--- config.mk ---
export PLATFORM = sky130hd
export DESIGN_NAME = eject_arbiter
export DESIGN_NICKNAME = d
export VERILOG_FILES = /design/src/rtl/eject_arbiter.sv
export SDC_FILE = /design/constraint.sdc
export NUM_CORES = 1
export LEC_CHECK = 0
export ABC_AREA = 1
export CAP_MARGIN = 0
export CORE_ASPECT_RATIO = 1.25
export CORE_MARGIN = 2
export CORE_UTILIZATION = 51
export CTS_CLUSTER_DIAMETER = 60
export DETAILED_ROUTE_END_ITERATION = 16
export HOLD_SLACK_MARGIN = 0.08
export PLACE_DENSITY = 0.8
export SETUP_SLACK_MARGIN = 0.2
export SYNTH_ARGS = -nofsm -noshare
export SYNTH_HDL_FRONTEND = slang
export SYNTH_SLANG_ARGS = --single-unit
--- constraint.sdc ---
create_clock -name clk -period 2.95 [get_ports clk]
set_input_delay 0.59 -clock clk [delete_from_list [all_inputs] [get_ports clk]]
set_output_delay 0.59 -clock clk [all_outputs]
set_load 0.005 [all_outputs]
--- src/rtl/eject_arbiter.sv ---
`default_nettype none
// +--------------------------------------------------------------------------+
// | eject_arbiter : router ejection stage, 4 matched input holds, RR to PE   |
// | Revision 1.0                                                             |
// +--------------------------------------------------------------------------+
module eject_arbiter #(
  parameter int FLIT_WIDTH = 16,
  parameter int CNT_WIDTH  = 16
) (
  input  logic                  clk,
  input  logic                  rst_n,
  input  logic [FLIT_WIDTH-1:0] in_flit1,
  input  logic [FLIT_WIDTH-1:0] in_flit2,
  input  logic [FLIT_WIDTH-1:0] in_flit3,
  input  logic [FLIT_WIDTH-1:0] in_flit4,
  input  logic                  in_valid1,
  input  logic                  in_valid2,
  input  logic                  in_valid3,
  input  logic                  in_valid4,
  input  logic                  match1,
  input  logic                  match2,
  input  logic                  match3,
  input  logic                  match4,
  output logic                  in_ready1,
  output logic                  in_ready2,
  output logic                  in_ready3,
  output logic                  in_ready4,
  output logic [FLIT_WIDTH-1:0] out_flit,
  output logic [1:0]            out_port,
  output logic                  out_valid,
  input  logic                  out_ready,
  output logic [CNT_WIDTH-1:0]  eject_count
);

  localparam logic [CNT_WIDTH-1:0] c_CNT_MAX = {CNT_WIDTH{1'b1}};

  logic [FLIT_WIDTH-1:0] w_flit [4];
  logic [3:0]            w_in_valid;
  logic [3:0]            w_match;
  logic [3:0]            w_in_ready;
  logic [3:0]            w_cap;
  logic [3:0]            w_grant;
  logic                  w_free;
  logic                  w_any;
  logic [1:0]            w_sel;

  logic [FLIT_WIDTH-1:0] r_hold [4];
  logic [3:0]            r_hold_valid;
  logic [1:0]            r_rr;
  logic [FLIT_WIDTH-1:0] r_out_flit;
  logic [1:0]            r_out_port;
  logic                  r_out_valid;
  logic [CNT_WIDTH-1:0]  r_count;

  assign w_flit[0]  = in_flit1;
  assign w_flit[1]  = in_flit2;
  assign w_flit[2]  = in_flit3;
  assign w_flit[3]  = in_flit4;
  assign w_in_valid = {in_valid4, in_valid3, in_valid2, in_valid1};
  assign w_match    = {match4, match3, match2, match1};

  assign w_free = ~r_out_valid | out_ready;

  // Round-robin search starting at r_rr; first held flit found wins.
  always_comb begin
    w_any = 1'b0;
    w_sel = 2'd0;
    for (int k = 0; k < 4; k++) begin
      logic [1:0] idx;
      idx = r_rr + 2'(k);
      if (!w_any && r_hold_valid[idx]) begin
        w_any = 1'b1;
        w_sel = idx;
      end
    end
  end

  always_comb begin
    w_grant = 4'd0;
    if (w_free && w_any) begin
      w_grant[w_sel] = 1'b1;
    end
  end

  assign w_in_ready = ~r_hold_valid | w_grant;
  assign w_cap      = w_in_valid & w_match & w_in_ready;

  always_ff @(posedge clk or negedge rst_n) begin
    if (!rst_n) begin
      r_hold_valid <= 4'd0;
      for (int i = 0; i < 4; i++) begin
        r_hold[i] <= '0;
      end
    end else begin
      for (int i = 0; i < 4; i++) begin
        if (w_cap[i]) begin
          r_hold[i]       <= w_flit[i];
          r_hold_valid[i] <= 1'b1;
        end else if (w_grant[i]) begin
          r_hold_valid[i] <= 1'b0;
        end
      end
    end
  end

  // Output register only loads on a grant, so it stays put under backpressure.
  always_ff @(posedge clk or negedge rst_n) begin
    if (!rst_n) begin
      r_out_flit  <= '0;
      r_out_port  <= 2'd0;
      r_out_valid <= 1'b0;
      r_rr        <= 2'd0;
    end else if (w_free && w_any) begin
      r_out_flit  <= r_hold[w_sel];
      r_out_port  <= w_sel;
      r_out_valid <= 1'b1;
      r_rr        <= w_sel + 2'd1;
    end else if (r_out_valid && out_ready) begin
      r_out_valid <= 1'b0;
    end
  end

  always_ff @(posedge clk or negedge rst_n) begin
    if (!rst_n) begin
      r_count <= '0;
    end else if (r_out_valid && out_ready && (r_count != c_CNT_MAX)) begin
      r_count <= r_count + 1'b1;
    end
  end

  assign in_ready1   = w_in_ready[0];
  assign in_ready2   = w_in_ready[1];
  assign in_ready3   = w_in_ready[2];
  assign in_ready4   = w_in_ready[3];
  assign out_flit    = r_out_flit;
  assign out_port    = r_out_port;
  assign out_valid   = r_out_valid;
  assign eject_count = r_count;

endmodule
`default_nettype wire

==> results.sh, run 1 <==
# implementation run metrics
export IMPL_final_instance_count_excl_fill=928
export IMPL_final_nets=870
export IMPL_compound_area_share_pct=3.90
export IMPL_yosys_stat_chipArea_um2=5230
export IMPL_share_of_the_core_filled_with_cells_pct=70.0
export IMPL_total_number_of_vias=4865
export IMPL_setup_worst_path_start_class="register"
export IMPL_worst_setup_hold_path_clk_slew_ns=0.07
export IMPL_grt_antenna_before_repair=0
export IMPL_p_seq_share_pct=29.1
export IMPL_synth_cell_area_um2=5230
export IMPL_post_synth_main_logic_family="simple AND/OR/NAND/NOR gates"
export IMPL_clock_tree_root_cell="clkbuf_16"
export IMPL_remaining_routing_drc_violations=0
export IMPL_grt_pass1_vias=4787
export IMPL_layout_buffer_nonclock_area_share_pct=20.2
export IMPL_routabilityCongestion=0.904
export IMPL_timing_critical_path_fanout_max=6
export IMPL_power_switching_mw=3.76
export IMPL_xor_share_pct=2.51
export IMPL_grt_first_pass_wirelength_mm=22.4
export IMPL_element_type_at_the_critical_path_end="output pin"
export IMPL_syn_area_per_cell_um2=7.97
export IMPL_floorplan_row_count=41
export IMPL_cp_required_ns=2.36
export IMPL_syn_to_final_growth_pct=34.6
export IMPL_power_mw=8.49
export IMPL_worstPathArrival_ns=2.14
export IMPL_hold_viol=0
export IMPL_post_synth_mux_area_share_pct=0
export IMPL_power_frac_clock_pct=14.3
export IMPL_internal_power_contribution_mw=4.73
export IMPL_setup_reg_to_reg_worst_slack_ns=0.50
export IMPL_status="completed"
export IMPL_cts_path_max_buffers=2
export IMPL_cts_hold_buffers=0
export IMPL_sink_count_of_the_clock_tree=105
export IMPL_worstPathCellList="buf_6, nand2_1, nand2_2, nand2_2, nand2_4, nor2_4, nand2_1, nand3_2, nand2_4, buf_4, inv_1, nand2_2, nand2_4, buf_6"
export IMPL_drive_gt1_share_pct=12.4
export IMPL_globalRouteTotalUtil_pct=25.9
export IMPL_finalMaxSlewViolations=0
export IMPL_place_port_buffers=113
export IMPL_leading_post_synthesis_cells_by_cell_area="dfrtp_1 (50%), nand2_1 (19%), nand3_1 (9.8%), inv_1 (3.7%), nand3b_1 (2.3%)"
export IMPL_power_switching_fraction_pct=44.3
export IMPL_grt_remaining_overflow=0
==> run 1: routing by layer <==
layer	track usage, %	vias to the layer above	share of wire (%)
met5	0	-	0
met2	47.3	151	52
li1	-	2370	-
met4	10.0	0	2.6
met3	3.27	32	4.3
met1	31.1	2312	41
==> run 1: final timing paths <==
check	depth (start not counted)	endpoint	from
setup reg to reg	17	r_hold[42]	r_rr[0]
hold / removal	1	eject_count[14]	rst_n
hold reg to reg	2	r_hold[12]	r_hold[12]
max in group asynchronous	2	r_hold[21]	rst_n
setup / recovery	14	in_ready2	r_rr[0]
min in group clk	2	r_hold[12]	r_hold[12]
==> run 1: flip-flops by register name (all words and copies together) (netlist names) <==
signal and flops:
out_valid 1, r_rr 2, r_hold_valid 4, out_flit 16, r_hold 64, out_port 2, eject_count 16
==> run 1: cell usage after synthesis <==
cell and instances:
buf_4 4, nor4_1 1, a21oi_1 9, buf_8 1
ha_1 1, o21ai_0 13, buf_2 5, nor2_8 1
nand3_2 3, clkinv_1 4, buf_6 4, nand2_2 10
buf_1 2, nand2_4 3, o21a_1 1, xnor2_1 5
inv_2 3, clkbuf_1 8, nand3_4 1, dfrtp_1 105
nand4_1 3, nor3_1 4, nand3_1 102, o21bai_4 1
nor2_4 1, nor2_2 1, nor2_1 13, xor2_1 10
inv_1 51, o211ai_1 9, nand3b_1 16, nand2_1 261
==> run 1: power groups by stage <==
stage,logic [mW],clock network (mW),registers [mW]
final,4.81,1.21,2.47
after global routing,5.34,1.29,2.53
after CTS,4.55,1.23,2.46
after detailed placement,4.33,0,2.47
after global placement,4.22,0,2.45
after floorplan,2.89,0,2.38
==> run 1: timing repair <==
action | CTS | global route
hold endpoints to repair | 0 | 0
pin swaps | 5 | 12
endpoints found under the setup margin | 4 | 4
gates resized | 14 | 24
setup buffers | 11 | 5
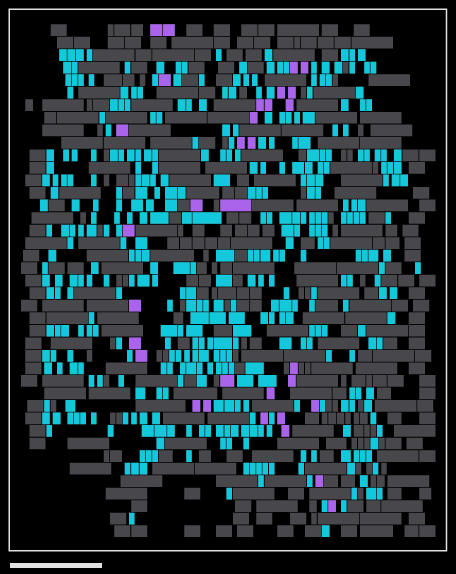
Figure 1: run 1, selected gate families.
Scale bar: 20 um.
[purple] aoi and oai cells | cells: 32 | most used: o21ai_0
[cyan] nand cells | cells: 399 | most used: nand2_1 | where: all over the die
logic share of the area: 32.7%
most frequent standard cell in the layout excluding fill and tap cells: nand2_1

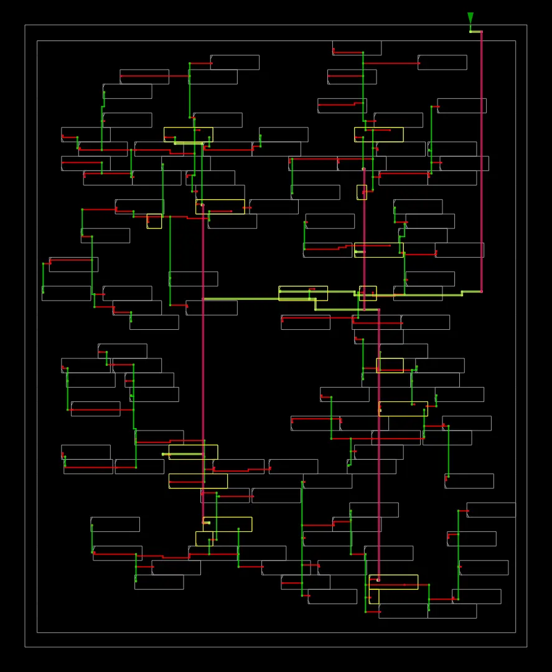
Figure 2: run 1, clock routing.
Final Skew: 0.00723 ns
num sequential: 105
clock buffers created by TritonCTS: 9
layout clock buffer count: 10

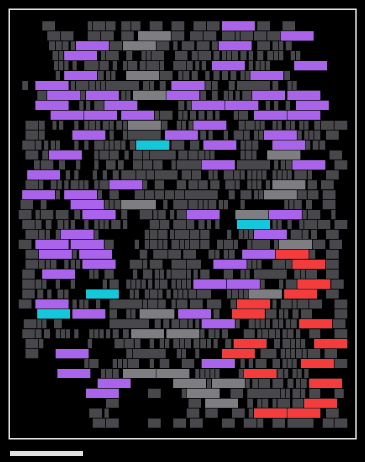
Figure 3: run 1, register map, names as in the netlist.
Scale bar: 20 um.
[red] eject_count | sequential cells: 16 | where: south-east
[purple] r_hold | sequential cells: 64
[cyan] r_hold_valid | sequential cells: 4
not coloured: 21

--- run 2 (diff from run 1) ---
--- a/config.mk
+++ b/config.mk
@@ -11,6 +11,7 @@
 export CORE_MARGIN = 2
 export CORE_UTILIZATION = 51
 export CTS_CLUSTER_DIAMETER = 60
+export CTS_CLUSTER_SIZE = 28
 export DETAILED_ROUTE_END_ITERATION = 16
 export HOLD_SLACK_MARGIN = 0.08
 export PLACE_DENSITY = 0.8
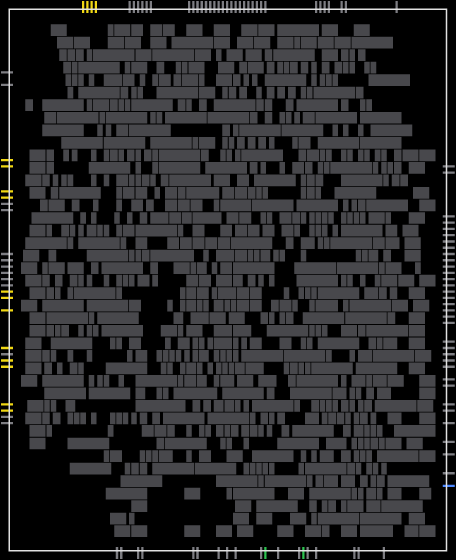
Figure 4: run 2, I/O pins on the die edge.
Pins as bars across the die edge, other pins in grey.
[yellow] in_flit1 | pins: 16 | direction: input | edge: 12 west, 4 north
[blue] rst_n | pins: 1 | direction: input | edge: east
[green] out_port | pins: 2 | direction: output | edge: south
all pins by edge: 36 north, 34 east, 25 west, 19 south

==> run 2 against run 1 <==
Sequential power hardly changed. Non-clock buffer count stayed put. Routed wire length stayed put. Synthesized cell count stayed put. Critical path type unchanged. Largest power group unchanged. Highest routed layer unchanged.
==> results.sh, run 2 <==
# implementation run metrics
export IMPL_status="completed"
export IMPL_share_of_the_core_filled_with_cells_pct=70.0
export IMPL_edf_count=0
export IMPL_grt_met2_usage_pct=47.3
export IMPL_seq_power_mw=2.47
export IMPL_floorplan_row_count=41
export IMPL_numCtsBuffers=9
export IMPL_cts_path_max_buffers=2
export IMPL_sink_count_of_the_clock_tree=105
export IMPL_finalMaxSlewViolations=0
export IMPL_async_reset_ff_share_pct=100
export IMPL_final_skew_ns=0.00723
export IMPL_hold_viol=0
export IMPL_leading_post_synthesis_cells_by_cell_area="dfrtp_1 (50%), nand2_1 (19%), nand3_1 (9.8%), inv_1 (3.7%), nand3b_1 (2.3%)"
export IMPL_use_met3_pct=3.27
export IMPL_final_layout_top_logic_cell="nand2_1"
export IMPL_grt_use_met1_pct=31.1
export IMPL_final_instance_count_excl_fill=928
export IMPL_largest_register_by_flop_count="r_hold"
export IMPL_grt_remaining_overflow=0
export IMPL_grt_first_pass_wirelength_mm=22.4
export IMPL_p_clk_mw=1.21
export IMPL_yosys_stat_chipArea_um2=5230
export IMPL_cts_hold_buffers=0
export IMPL_globalRouteTotalUtil_pct=25.9
export IMPL_drive_gt1_share_pct=12.4
export IMPL_synth_cell_area_um2=5230
export IMPL_most_frequently_used_flop_master_after_synthesis="dfrtp_1"
export IMPL_p_seq_share_pct=29.1
export IMPL_topRoutingLayerUsed="met4"
export IMPL_place_port_buffers=113
export IMPL_clock_tree_root_cell="clkbuf_16"
export IMPL_common_cells="nand2_1 (261), dfrtp_1 (105), nand3_1 (102)"
export IMPL_power_frac_clock_pct=14.3
export IMPL_globalRoute_busiestLayer="met2"
run 2: cell counts after synthesis:
Identical to the previous run, type by type.
run 2: area by class of cell:
type | instances | area [um2]
fill | 818 | 3010
sequential | 105 | 2630
multi-input combinational | 469 | 2300
timing repair buffer | 151 | 1420
clock buffer | 10 | 239
inverter | 58 | 223
tap | 129 | 161
clock inverter | 6 | 65.1
run 2: cells by family (layout without fill, tap and decap cells):
logic type,count (synthesis),count (layout),synth area share [%]
AND-OR/OR-AND,33,33,3.90
XOR/XNOR,15,15,2.51
adder cells (fa/ha/maj),1,1,0.239
AND/OR/NAND/NOR,420,420,36.0
flip-flops,105,105,50.2
buffers and inverters,82,225,7.08
run 2: path summary, 6_finish.rpt:
| check | start | to | slack, ns | cells past startpoint |
|---|---|---|---|---|
| setup / recovery | r_rr[0] | in_ready2 | 0.22 | 14 |
| setup reg to reg | r_rr[0] | r_hold[42] | 0.50 | 17 |
| min in group clk | r_hold[12] | r_hold[12] | 0.47 | 2 |
| max in group asynchronous | rst_n | r_hold[21] | 2.00 | 2 |
| hold reg to reg | r_hold[12] | r_hold[12] | 0.47 | 2 |
| hold / removal | rst_n | eject_count[14] | 0.22 | 1 |
run 2: what timing repair did:
item,CTS,global route
pin swaps,5,12
resized,14,24
setup buffers,11,5
cloned,0,0
endpoints found under the setup margin,4,4
run 2: worst max-delay path, stage by stage (launching register included):
cell	delay, ns
dfrtp_2	0.47
buf_6	0.14
nand2_1	0.07
nand2_2	0.07
nand2_2	0.10
nand2_4	0.07
nor2_4	0.13
nand2_1	0.10
nand3_2	0.10
nand2_4	0.08
buf_4	0.14
inv_1	0.06
nand2_2	0.07
nand2_4	0.09
buf_6	0.10
Figure 5. Selected gate families (run 2).
Scale bar: 20 um.
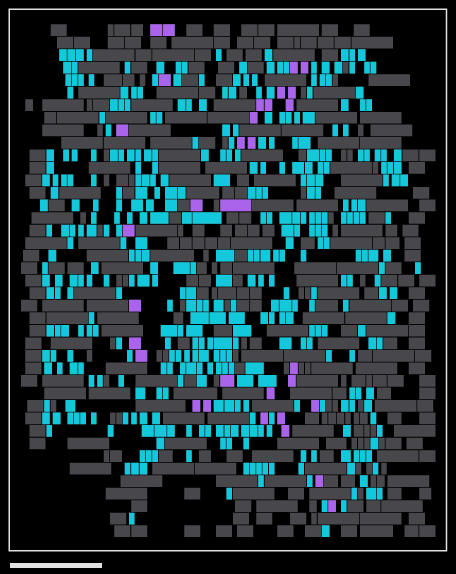

--- run 3 (diff from run 2) ---
--- a/config.mk
+++ b/config.mk
@@ -6,8 +6,6 @@
 export NUM_CORES = 1
 export LEC_CHECK = 0
 export ABC_AREA = 1
-export CAP_MARGIN = 0
-export CORE_ASPECT_RATIO = 1.25
 export CORE_MARGIN = 2
 export CORE_UTILIZATION = 51
 export CTS_CLUSTER_DIAMETER = 60
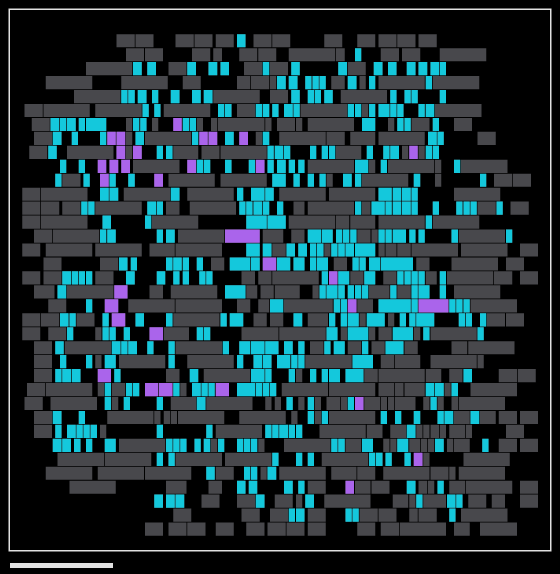
Figure 6: run 3, selected gate families.
Scale bar: 20 um.
[cyan] nand cells | cells: 399 | most used: nand2_1 | where: all over the die
[purple] aoi and oai cells | cells: 32 | most used: o21ai_0
post-layout instance count excluding filler cells: 929
logic share of the area: 33.5%

==> run 3 against run 2 <==
First-iteration DRC count up 29%. Critical endpoint is now in_ready1. Register-to-register slack lost 0.27 ns. Synthesized cell count stayed put. Critical path type unchanged. Non-clock buffer count is 4 lower. Sequential cell count unchanged. Via count rose by 2.4%. Area after synthesis stayed put. Hold slack got worse by 0.029 ns. Critical path depth shrank 1. Core utilization is 0.23 points higher. Combinational power up 5.2%.
==> results.sh, run 3 <==
# implementation run metrics
export IMPL_finalMaxSlewViolations=0
export IMPL_initialDrtViolationCount=364
export IMPL_edf_count=0
export IMPL_cp_top_family="simple AND/OR/NAND/NOR gates"
export IMPL_worstRegToRegCells=16
export IMPL_hold_viol=0
export IMPL_setup_reg_to_reg_worst_slack_ns=0.23
export IMPL_slew_headroom_pct=61.9
export IMPL_die_width_um=105
export IMPL_filler_cells_inserted=748
export IMPL_worstPathArrival_ns=2.30
export IMPL_largest_register_by_flop_count="r_hold"
export IMPL_grt_first_pass_wirelength_mm=23.0
export IMPL_common_cells="nand2_1 (261), dfrtp_1 (105), nand3_1 (102)"
export IMPL_clock_tree_root_cell="clkbuf_8"
export IMPL_regToRegEndpoint="out_flit[3]"
export IMPL_largest_register_ff_count=64
export IMPL_power_mw=8.35
export IMPL_setup_worst_path_start_class="register"
export IMPL_status="completed"
export IMPL_total_number_of_vias=4983
export IMPL_element_type_at_the_critical_path_end="output pin"
export IMPL_final_layout_top_logic_cell="nand2_1"
export IMPL_sink_count_of_the_clock_tree=105
export IMPL_most_frequently_used_flop_master_after_synthesis="dfrtp_1"
export IMPL_leading_post_synthesis_cells_by_cell_area="dfrtp_1 (50%), nand2_1 (19%), nand3_1 (9.8%), inv_1 (3.7%), nand3b_1 (2.3%)"
export IMPL_grt_remaining_overflow=0
export IMPL_place_port_buffers=113
export IMPL_numCtsBuffers=9
export IMPL_worstPathCellList="buf_4, nand2_1, nand2_1, nand2_1, nand2_2, inv_1, nand2_2, nand3_2, nand2_4, buf_6, nand3_2, nand2_2, buf_6"
export IMPL_remaining_routing_drc_violations=0
export IMPL_cp_required_ns=2.36
export IMPL_yosys_stat_chipArea_um2=5230
export IMPL_share_of_the_core_filled_with_cells_pct=70.3
export IMPL_timing_critical_path_fanout_max=7
export IMPL_floorplan_row_count=36
export IMPL_grt_antenna_before_repair=0
export IMPL_r2r_startpoint="r_rr[0]"
export IMPL_syn_to_final_growth_pct=32.5
export IMPL_drive_gt1_share_pct=12.2
export IMPL_routabilityCongestion=0.860
export IMPL_grt_pass1_vias=4847
export IMPL_timing_critical_path_buf_inv=4
export IMPL_yosysMostFrequentCell="nand2_1"
export IMPL_worst_path_max_delay_cell="dfrtp_2"
export IMPL_final_skew_ns=0.0150
export IMPL_globalRouteTotalUtil_pct=26.0
-- run 3: cell types whose count changed in the layout (fill, tap and decap cells not counted), sizes merged --
cell,before,now
dlygate4sd2,1,0
clkinv,7,6
bufinv,1,0
buf,41,37
inv,55,54
clkbuf,11,14
clkinvlp,1,3
-- run 3: cell type report --
class,count,area [um2],share of cell area [%]
Sequential cell,105,2630,37.9
Tap cell,133,166,2.40
Clock buffer,12,145,2.09
Timing Repair inverter,1,7.51,0.108
Clock inverter,4,28.8,0.415
Multi-Input combinational cell,469,2320,33.5
Inverter,58,225,3.25
Timing Repair Buffer,147,1400,20.3
-- run 3: cell families after synthesis --
kind of cell               after synthesis  synth area share, %
AOI/OAI and AO/OA                       33                 3.90
xor gates and xnor gates                15                 2.51
adders and majority gates                1                0.239
buffers and inverters                   82                 7.08
DFF                                    105                 50.2
and+or+nand+nor                        420                 36.0
-- run 3: metal layers --
layer	vias to the layer above	track usage, %	share of wire (%)
li1	2354	-	-
met1	2352	33.4	40
met2	221	44.0	50
met3	56	3.77	6.7
met4	0	11.0	3.3
met5	-	0	0
-- run 3: worst max path at each step --
stage,start,endpoint,slack [ns]
global placement,out_ready,in_ready4,0.05
finish,r_rr[0],in_ready1,0.06
floorplan,r_rr[0],in_ready4,0.64
global route,r_rr[0],in_ready2,-0.02
CTS,r_rr[0],in_ready4,0.14
detailed placement,out_ready,in_ready4,0.03
-- run 3: where the power goes --
group | internal, mW | switching (mW) | leakage (nW)
Sequential | 2.07 | 0.408 | 1.31
Clock | 0.331 | 0.482 | 0.0826
Combinational | 2.03 | 3.04 | 2.12
Total | 4.42 | 3.93 | 3.52
-- run 3: timing repair --
item,in CTS,in global routing
gates cloned,0,1
setup endpoints to repair,4,4
hold buffers,0,0
pin swaps,10,12
resized,29,22
buffers inserted,13,4

==> notes/layouts.md <==
Pictures saved along the way, in no particular order.

Metal layers overlaid.
Two of the layers only.
image #1
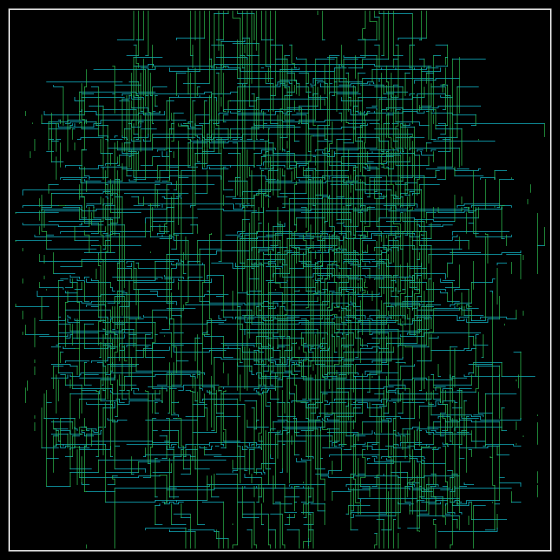
image #2
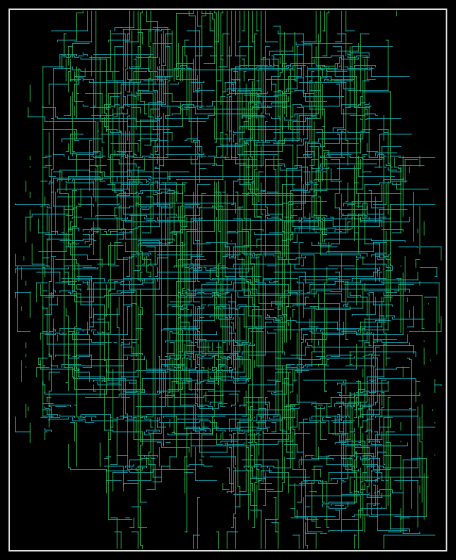
| from | picture |
|---|---|
| run 3 | image #1 |
| run 2 | image #2 |

Key to image #1:
[green] M2 | wire length: 7070 um
[cyan] M1 | wire length: 5770 um

Power is estimated from default activity; no workload was simulated.
